`src/rtl/sro_rx_pkg.sv`:
```
// Shared definitions for the ETROC1 simple-readout receiver: word tags, field
// positions, FSM encoding, hit record and small bit-counting helpers.
package sro_rx_pkg;

  localparam int          WORD_W    = 30;
  localparam logic [29:0] IDLE_WORD = 30'h2AAA_AAAA;
  localparam logic [5:0]  HDR_TAG   = 6'h3C;
  localparam logic [5:0]  TRL_TAG   = 6'h33;

  localparam int TAG_MSB  = 29;
  localparam int TAG_LSB  = 24;
  localparam int BCID_MSB = 23;
  localparam int BCID_LSB = 12;
  localparam int ECHO_MSB = 23;
  localparam int ECHO_LSB = 8;
  localparam int CNT_MSB  = 7;
  localparam int CNT_LSB  = 0;

  typedef enum logic [1:0] {
    ST_IDLE  = 2'd0,
    ST_DATA  = 2'd1,
    ST_TRAIL = 2'd2
  } state_t;

  typedef struct packed {
    logic [3:0]        index;
    logic [WORD_W-1:0] data;
  } hit_t;

  function automatic logic [4:0] popcnt16(input logic [15:0] v);
    logic [4:0] c;
    c = '0;
    for (int i = 0; i < 16; i++) c = c + {4'b0, v[i]};
    return c;
  endfunction

  // Index of the lowest set bit; 0 when no bit is set.
  function automatic logic [3:0] lowest_set(input logic [15:0] v);
    logic [3:0] idx;
    idx = '0;
    for (int i = 15; i >= 0; i--) if (v[i]) idx = 4'(i);
    return idx;
  endfunction

endpackage

```
`src/rtl/sro_rx_fifo.sv`:
```
// Synchronous first-word-fall-through FIFO; the head entry is presented as soon
// as it is written. Push while full is accepted only when a pop happens too.
module sro_rx_fifo #(
  parameter int W  = 34,
  parameter int AW = 4
) (
  input  logic         clock,
  input  logic         reset,
  input  logic         push,
  input  logic [W-1:0] wdata,
  input  logic         pop,
  output logic [W-1:0] rdata,
  output logic         full,
  output logic         empty
);
  localparam int DEPTH = 2 ** AW;

  logic [W-1:0]  mem [DEPTH];
  logic [AW-1:0] wp, rp;
  logic [AW:0]   cnt;
  logic          wr_en, rd_en;

  assign full  = (cnt == (AW+1)'(DEPTH));
  assign empty = (cnt == '0);
  assign rd_en = pop && !empty;
  assign wr_en = push && (!full || rd_en);
  // Zero the output while empty so the head never shows stale or unset storage.
  assign rdata = empty ? '0 : mem[rp];

  always_ff @(posedge clock) begin
    if (wr_en) mem[wp] <= wdata;
  end

  always_ff @(posedge clock or negedge reset) begin
    if (!reset) begin
      wp  <= '0;
      rp  <= '0;
      cnt <= '0;
    end else begin
      if (wr_en) wp <= wp + AW'(1);
      if (rd_en) rp <= rp + AW'(1);
      case ({wr_en, rd_en})
        2'b10:   cnt <= cnt + (AW+1)'(1);
        2'b01:   cnt <= cnt - (AW+1)'(1);
        default: cnt <= cnt;
      endcase
    end
  end

endmodule

```
`src/rtl/sro_readout_rx.sv`:
```
// ETROC1 simple-readout receiver: frames header/pixel/trailer words, tags pixel
// words with their ROI index, checks framing and buffers hits in a FWFT FIFO.
module sro_readout_rx
  import sro_rx_pkg::*;
#(
  parameter int FIFO_AW = 4,
  parameter int TIMEOUT = 64
) (
  input  logic        clock,
  input  logic        reset,
  input  logic [29:0] din,
  input  logic        din_valid,
  input  logic [15:0] roi,
  output logic [29:0] pix_data,
  output logic [3:0]  pix_index,
  output logic        pix_valid,
  input  logic        pix_ready,
  output logic [11:0] evt_bcid,
  output logic        evt_done,
  output logic        evt_err,
  output logic [15:0] evt_cnt,
  output logic [15:0] err_cnt
);
  localparam int TW = $clog2(TIMEOUT + 2);

  logic [29:0]   din_q;
  logic          dv_q;
  logic [15:0]   roi_q;
  state_t        state, state_n;
  logic [15:0]   roi_l, rem, rem_n;
  logic [4:0]    n_l;
  logic [TW-1:0] tmo, tmo_n;
  logic          is_word, is_hdr, is_trl, trl_ok;
  logic          latch, push, done, ferr, drop, pop, full, empty;
  logic [3:0]    nxt_idx;
  hit_t          wr_hit, rd_hit;
  logic [1:0]    err_inc;
  logic [16:0]   err_sum;

  assign is_word = dv_q && (din_q != IDLE_WORD);
  assign is_hdr  = is_word && (din_q[TAG_MSB:TAG_LSB] == HDR_TAG);
  assign is_trl  = is_word && (din_q[TAG_MSB:TAG_LSB] == TRL_TAG);
  assign trl_ok  = is_trl && (din_q[ECHO_MSB:ECHO_LSB] == roi_l)
                   && (din_q[CNT_MSB:CNT_LSB] == {3'b0, n_l});
  // rem holds the ROI bits not yet consumed; its lowest bit is the next pixel.
  assign nxt_idx = lowest_set(rem);

  always_comb begin
    state_n = state;
    rem_n   = rem;
    tmo_n   = tmo;
    latch   = 1'b0;
    push    = 1'b0;
    done    = 1'b0;
    ferr    = 1'b0;
    case (state)
      ST_IDLE: begin
        if (is_hdr) latch = 1'b1;
        else if (is_word) ferr = 1'b1;
      end
      ST_DATA, ST_TRAIL: begin
        if (is_hdr) begin
          ferr  = 1'b1;
          latch = 1'b1;
        end else if (is_word) begin
          tmo_n = '0;
          if (state == ST_DATA) begin
            push  = 1'b1;
            rem_n = rem & ~(16'h1 << nxt_idx);
            if (rem_n == '0) state_n = ST_TRAIL;
          end else begin
            done    = trl_ok;
            ferr    = !trl_ok;
            state_n = ST_IDLE;
          end
        end else if (tmo == TW'(TIMEOUT)) begin
          ferr    = 1'b1;
          state_n = ST_IDLE;
        end else begin
          tmo_n = tmo + TW'(1);
        end
      end
      default: state_n = ST_IDLE;
    endcase
    // A header always opens a fresh frame, including a restart mid-frame.
    if (latch) begin
      rem_n   = roi_q;
      tmo_n   = '0;
      state_n = (roi_q == '0) ? ST_TRAIL : ST_DATA;
    end
  end

  assign wr_hit = '{index: nxt_idx, data: din_q};
  assign pop    = pix_valid && pix_ready;
  assign drop   = push && full && !pop;

  sro_rx_fifo #(.W($bits(hit_t)), .AW(FIFO_AW)) u_fifo (
    .clock (clock),
    .reset (reset),
    .push  (push),
    .wdata (wr_hit),
    .pop   (pop),
    .rdata (rd_hit),
    .full  (full),
    .empty (empty)
  );

  assign pix_valid = !empty;
  assign pix_data  = rd_hit.data;
  assign pix_index = rd_hit.index;

  assign err_inc = {1'b0, ferr} + {1'b0, drop};
  assign err_sum = {1'b0, err_cnt} + 17'(err_inc);

  always_ff @(posedge clock or negedge reset) begin
    if (!reset) begin
      din_q    <= '0;
      dv_q     <= 1'b0;
      roi_q    <= '0;
      state    <= ST_IDLE;
      rem      <= '0;
      roi_l    <= '0;
      n_l      <= '0;
      tmo      <= '0;
      evt_bcid <= '0;
      evt_done <= 1'b0;
      evt_err  <= 1'b0;
      evt_cnt  <= '0;
      err_cnt  <= '0;
    end else begin
      din_q    <= din;
      dv_q     <= din_valid;
      roi_q    <= roi;
      state    <= state_n;
      rem      <= rem_n;
      tmo      <= tmo_n;
      evt_done <= done;
      evt_err  <= ferr;
      if (latch) begin
        roi_l    <= roi_q;
        n_l      <= popcnt16(roi_q);
        evt_bcid <= din_q[BCID_MSB:BCID_LSB];
      end
      if (done) evt_cnt <= evt_cnt + 16'd1;
      err_cnt <= err_sum[16] ? 16'hFFFF : err_sum[15:0];
    end
  end

endmodule
```
`config.mk`:
```
export PLATFORM = sky130hd
export DESIGN_NAME = sro_readout_rx
export DESIGN_NICKNAME = d
export VERILOG_FILES = /design/src/rtl/sro_rx_pkg.sv /design/src/rtl/sro_rx_fifo.sv /design/src/rtl/sro_readout_rx.sv
export SDC_FILE = /design/constraint.sdc
export NUM_CORES = 1
export LEC_CHECK = 0
export CELL_PAD_IN_SITES_DETAIL_PLACEMENT = 0
export CELL_PAD_IN_SITES_GLOBAL_PLACEMENT = 2
export CORE_MARGIN = 2
export CORE_UTILIZATION = 46
export DETAILED_ROUTE_END_ITERATION = 16
export GPL_ROUTABILITY_DRIVEN = 0
export PLACE_DENSITY_LB_ADDON = 0.08
export SLEW_MARGIN = 20
export SYNTH_ARGS = -nofsm -noshare
export SYNTH_HDL_FRONTEND = slang
export SYNTH_SLANG_ARGS = --single-unit
```
`constraint.sdc`:
```
create_clock -name clock -period 6.7 [get_ports clock]
set_clock_uncertainty 0.05 [all_clocks]
set_input_delay 2.01 -clock clock [delete_from_list [all_inputs] [get_ports clock]]
set_output_delay 2.01 -clock clock [all_outputs]
set_load 0.02 [all_outputs]
```
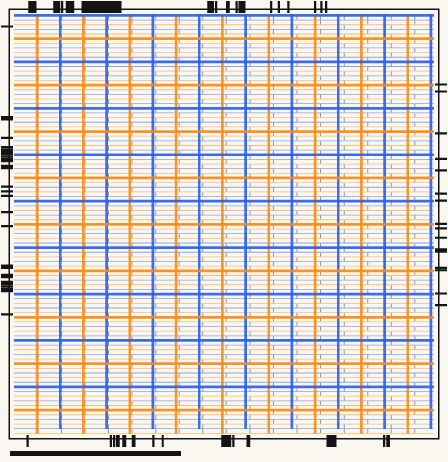
run_1/pdn.png
Bar = 100 um. Pins as bars on the die edge. Tap cells in grey.
legend:
  blue:
    net: VDD
  orange:
    net: VSS
met4 straps: 18
signal pins: 131
rows: 90
met5 straps: 18
CORE AREA: 60200 um^2
VDD IR-drop max: 0.255 mV

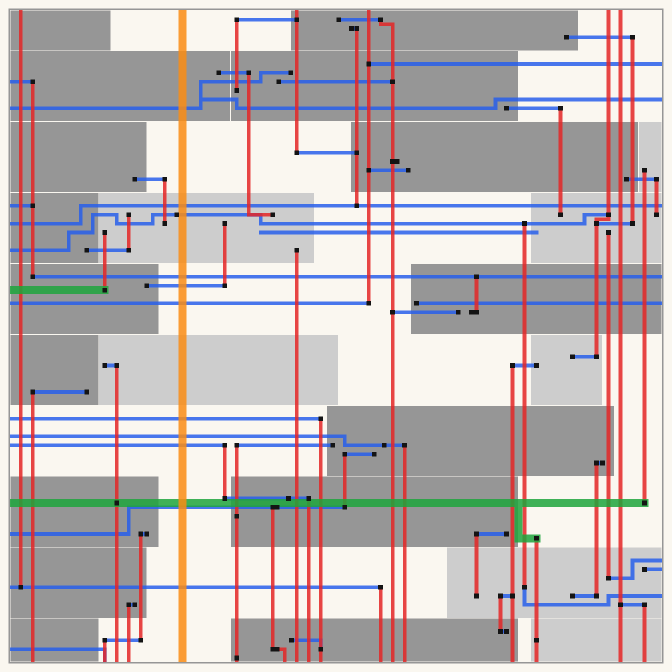
run_1/zoom.png
Region (176, 50) to (201, 75) um. Cells in grey, sequential cells in the stronger grey; small squares are vias.
legend:
  blue:
    layer: met1
  orange:
    layer: met4
  red:
    layer: met2
  green:
    layer: met3
cells with their middle in the window: 16
most frequent: edfxtp_1 (10), mux4_2 (3), clkbuf_16 (2)
netlist names of flops here include: u_fifo.mem (10)
sequential cells in the window: 10

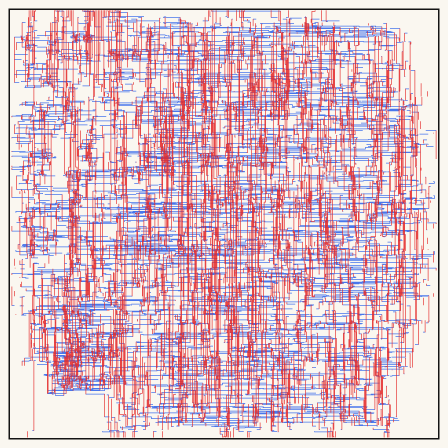
run_1/metal_stack.png
Two of the layers only.
legend:
  red:
    layer: met2
    wire_length: 33.7 mm
  blue:
    layer: met1
    wire_length: 29.0 mm
WL per Instance: 26.1 um
gr usage total: 22.0%
Vias: 14700
Total Wirelength: 67100 um

==> qor.csv, run 1 <==
stage;metric;value;unit
outcome;outcome;completed;
cells_and_area;Syn-to-layout area delta;18.0;%
cells_and_area;layout cell share with drive strength beyond 1;20.4;%
power;Switching Fraction;27.7;%
drt;DRT iter0 DRCs;1221;
place;Placed Area;30600;um^2
global_route;initial antenna violation count;2;
clocking;CTS tree;done;
timing;Least-Margin Pin Slew;1050;ps
cells_and_area;most frequent cells in the layout;544 x edfxtp_1, 170 x mux4_2, 148 x dfrtp_1;
cells_and_area;# nets final;1814;
worst_setup_path;slowest CP cell;dfrtp_4;
place;PortBufs;130;
floorplanning;die width;251;um
yosys;Synth Flop Type;edfxtp_1;
worst_setup_path;arrival time worst endpoint;3730;ps
yosys;synthesized area per cell;18.2;um^2
worst_setup_path;R2R setup slack;1290;ps
clocking;TritonCTS Buffers;75;
drt;# DRC;0;
cells_and_area;Non-CTS buffers;183;
hold_path;Hold Path Class;flip-flop to flip-flop;
power;Logic power comb;3210;uW
worst_setup_path;Worst Setup EP;pix_data[4];
clocking;CTS H-tree depth;3;
floorplanning;Tap Count;782;
timing;Max Fclk;173;MHz
worst_setup_path;Bufs and invs on worst path;2;
clocking;clock-pin transition on the worst setup and hold timing paths;60;ps
cells_and_area;max reg flops;544;
worst_setup_path;Crit path max-delay family;multiplexers;
yosys;Synth Instances;1538;
floorplanning;Pre-Place Util;46.5;%
cells_and_area;flip-flops;696;
worst_setup_path;worst-path cell chain;buf_12 > mux4_2 > mux4_2 > and2_1 > clkdlybuf4s50_1;
cells_and_area;register area;20100;um^2
drt;via/cell ratio;5.71;
global_route;first-pass GRT wire length;101000;um
power;share of power burned in registers;41.3;%
cells_and_area;fraction of area in registers;61.0;%
clocking;Post-CTS Hold Buffers;0;
worst_setup_path;largest stage delay on the critical path;850;ps
timing;cycle use final;86.4;%
cells_and_area;inverter count;46;
timing;Final Hold Slack;425;ps
cells_and_area;Biggest register;u_fifo.mem;
cells_and_area;buffering overhead;5.37;%
worst_setup_path;crit path from;u_fifo.rp[0];
yosys;Net Count, Synth;1621;
timing;Rel. slew slack;30.2;%
yosys;Yosys top cell by area;edfxtp_1;
yosys;Cell Type Count;66;
yosys;Synth Register Bits;696;
global_route;largest net degree at the start of global routing;86;
drt;Detailed Routing Iterations Pass 1;5;
timing;setup TNS;0;ps
clocking;Clock Latency Late Sink;610;ps
yosys;Synth top cell by count;edfxtp_1;
clocking;clock sink total;696;
power;Psw;3430;uW
global_route;total grt overflow;0;
cells_and_area;final instance area;33000;um^2
clocking;post-CTS sizing;0;
hold_path;Hold Crit Endpoint;evt_cnt[15];
cells_and_area;filler instances;4678;
cells_and_area;Comb area;7540;um^2
cells_and_area;most numerous logic cell after layout;edfxtp_1;
power;Clock Power Share;32.8;%
timing;fin. max-slew vios;0;
cells_and_area;Area-dominant class;registers;
worst_setup_path;critical path fanouts, max;41;
worst_setup_path;Critical Path Sink Type;output pin;
floorplanning;Chip Height;251;um
yosys;Cell area leaders;edfxtp_1 58%, mux4_2 14%, dfrtp_1 14%;
yosys;Ys Warns;0;
floorplanning;full die area;62900;um^2
cells_and_area;Clock buf/inv share;7.33;%
worst_setup_path;Crit Path Class;flip-flop to output pin;
worst_setup_path;critical path depth;5;
timing;endpoints failing hold;0;
-- run 1: routing by layer --
| metal | GRT usage, % | wire, um |
|---|---|---|
| met1 | 30.9 | 29000 |
| met5 | 0 | 0 |
| met4 | 5.89 | 1030 |
| met3 | 3.39 | 3370 |
| met2 | 36.3 | 33700 |
-- run 1: logic make-up after synthesis --
family	share of synthesized area, %
AOI/OAI and AO/OA	2.56
xor gates and xnor gates	1.85
adders and majority gates	1.80
buffers and inverters	1.56
DFF	71.9
muxes	14.0
and+or+nand+nor	6.33
-- run 1: stage by stage --
step | power (uW) | worst slack [ps] | cells
finish | 12400 | 913 | 2574
global route | 12900 | 717 | 2574
CTS | 12600 | 774 | 2574
detailed placement | 8490 | 1110 | 2436
global placement | 8480 | 1180 | 2436
floorplan | 7270 | 1080 | 1538
==> run 1 -> run 2 <==
Settings changed: RECOVER_POWER set to 100.
Clock period 6.7 ns to 6.5 ns, I/O delays scaled along.
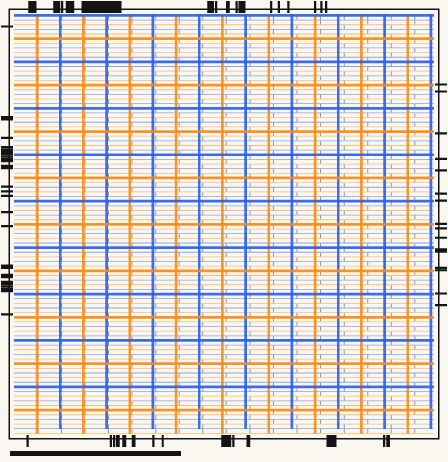
run_2/pdn.png
Bar = 100 um. Pins as bars on the die edge. Tap cells in grey.
legend:
  orange:
    net: VSS
  blue:
    net: VDD
tap cells: 782
rows: 90
met1 rails: 91
VDD IR-drop max: 0.185 mV
die width: 251 um
Chip Height: 251 um

==> run 2 against run 1 <==
The flow now finishes with violations (max-capacitance violations, max-slew violations); core utilization shrank 0.50 points; register-to-register slack lost 550 ps; via count is 0.69% lower; synthesized cell count unchanged; routed wire length decreased by 0.33%; power increased by 1.7%; sequential cell count did not move; worst hold slack got worse by 12 ps; non-clock buffer count up 5; largest power group unchanged.
==> qor.csv, run 2 <==
stage;metric;value;unit;change
drt;via/cell ratio;5.68;;-0.62%
cells_and_area;register area;20100;um^2;about the same
timing;fin. max-slew vios;311;;+311
worst_setup_path;worst-path cell chain;clkbuf_2 > mux4_2 > mux4_2 > and2_1 > clkdlybuf4s50_1;;
timing;Max Fclk;166;MHz;
global_route;met3 usage;3.62;%;+0.23 points
outcome;failing checks;max-capacitance violations, max-slew violations;;
clocking;clock-pin transition on the worst setup and hold timing paths;50;ps;about the same
worst_setup_path;Critical Path Sink Type;output pin;;
global_route;gr busiest metal;met2;;
outcome;outcome;finished, violations left;;
yosys;Ys Warns;0;;unchanged
cells_and_area;Clock buf/inv share;7.08;%;-0.25 points
yosys;Synth Instances;1538;;unchanged
power;Clock Power Share;32.3;%;-0.5 points
floorplanning;full die area;62900;um^2;unchanged
global_route;largest net degree at the start of global routing;91;;+5.8%
yosys;Cell Type Count;66;;unchanged
cells_and_area;Post-Layout Cell Count;2572;;-0.078%
drt;# DRC;0;;unchanged
floorplanning;CORE AREA;60200;um^2;unchanged
cells_and_area;Syn-to-layout area delta;16.9;%;
timing;Final WS setup;476;ps;-437 ps
global_route;total grt overflow;0;;unchanged
drt;met2 wire length;33900;um;+0.64%
yosys;Net Count, Synth;1621;;unchanged
yosys;Synth top cell by count;edfxtp_1;;
cells_and_area;Area-dominant class;registers;;
timing;endpoints failing hold;0;;unchanged
cells_and_area;# nets final;1818;;+0.22%
drt;DRT iter0 DRCs;1187;;-2.8%
worst_setup_path;slowest CP cell;dfrtp_2;;
yosys;synthesized area per cell;18.2;um^2;unchanged
place;PortBufs;130;;unchanged
cells_and_area;Biggest register;u_fifo.mem;;
drt;met1 wire length;28600;um;-1.6%
worst_setup_path;arrival time worst endpoint;4020;ps;+290 ps
drt;Vias;14600;;-0.69%
cells_and_area;most frequent cells in the layout;544 x edfxtp_1, 170 x mux4_2, 148 x dfrtp_1;;
yosys;ao+oa area frac;2.56;%;unchanged
yosys;Adders+Majority by Area;1.80;%;unchanged
cells_and_area;most numerous logic cell after layout;edfxtp_1;;
place;Placement Setup Slack;952;ps;-157 ps
drt;WL per Instance;26.0;um;-0.25%
power;Logic power comb;3280;uW;+2%
clocking;CTS H-tree depth;3;;unchanged
drt;Detailed Routing Iterations Pass 1;5;;unchanged
cells_and_area;layout cell share with drive strength beyond 1;17.8;%;-2.7 points
cells_and_area;inverter count;46;;unchanged
worst_setup_path;Bufs and invs on worst path;2;;unchanged
yosys;Top logic family;multiplexers;;
yosys;post-synthesis xor/xnor area fraction;1.85;%;unchanged
worst_setup_path;crit path from;u_fifo.rp[1];;
yosys;Synth Flop Type;edfxtp_1;;
place;Placed Area;30700;um^2;+0.33%
worst_setup_path;largest stage delay on the critical path;1120;ps;+270 ps
hold_path;Hold Path Class;flip-flop to flip-flop;;
worst_setup_path;critical path fanouts, max;40;;-2.4%
drt;top sig layer;met4;;
cells_and_area;final instance area;32700;um^2;-0.90%
floorplanning;Tap Count;782;;unchanged
worst_setup_path;Crit path max-delay family;buffers and inverters;;
place;placed insts;2441;;+0.21%
cells_and_area;Non-CTS buffers;188;;+2.7%
cells_and_area;max reg flops;544;;unchanged
yosys;Cell area leaders;edfxtp_1 58%, mux4_2 14%, dfrtp_1 14%;;
clocking;Clock Latency Late Sink;610;ps;about the same
global_route;met1 Use GR;29.8;%;-1.1 points
job;max-cap violations;11;;
timing;cycle use final;92.7;%;
drt;Total Wirelength;66900;um;-0.33%
worst_setup_path;critical path depth;5;;unchanged
cells_and_area;filler instances;4787;;+2.3%
cells_and_area;flip-flops;696;;unchanged
worst_setup_path;R2R setup slack;740;ps;-550 ps
global_route;initial antenna violation count;1;;-1
cells_and_area;fraction of area in registers;61.5;%;+0.55 points
timing;setup TNS;0;ps;unchanged
power;share of power burned in registers;41.7;%;+0.4 points
clocking;clock sink total;696;;unchanged
clocking;TritonCTS Buffers;74;;-1.3%
power;Final Total Pwr;12600;uW;+1.7%
yosys;Yosys top cell by area;edfxtp_1;;
global_route;gr usage total;21.8;%;-0.29 points
drt;met3 wire len;3080;um;-8.6%
floorplanning;Pre-Place Util;46.5;%;unchanged
timing;Least-Margin Pin Slew;2600;ps;+1550 ps
-- run 2: cell counts after synthesis --
Identical to the previous run, type by type.
-- run 2: cell families after synthesis --
kind of cell | after synthesis
flip-flops | 696
AND/OR/NAND/NOR | 347
multiplexers | 178
buffers and inverters | 113
AND-OR/OR-AND | 112
XOR/XNOR | 59
adder cells (fa/ha/maj) | 33
-- run 2: worst min path at each step --
stage                  startpoint            end  slack (ps)  depth (start not counted)
global placement      evt_cnt[15]    evt_cnt[15]         410                          1
floorplan           u_fifo.cnt[4]  u_fifo.cnt[4]         400                          1
finish                evt_cnt[15]    evt_cnt[15]         410                          1
global route          evt_cnt[15]    evt_cnt[15]         450                          1
CTS                   evt_cnt[15]    evt_cnt[15]         420                          1
detailed placement    evt_cnt[15]    evt_cnt[15]         410                          1
Power is estimated from default activity; no workload was simulated.
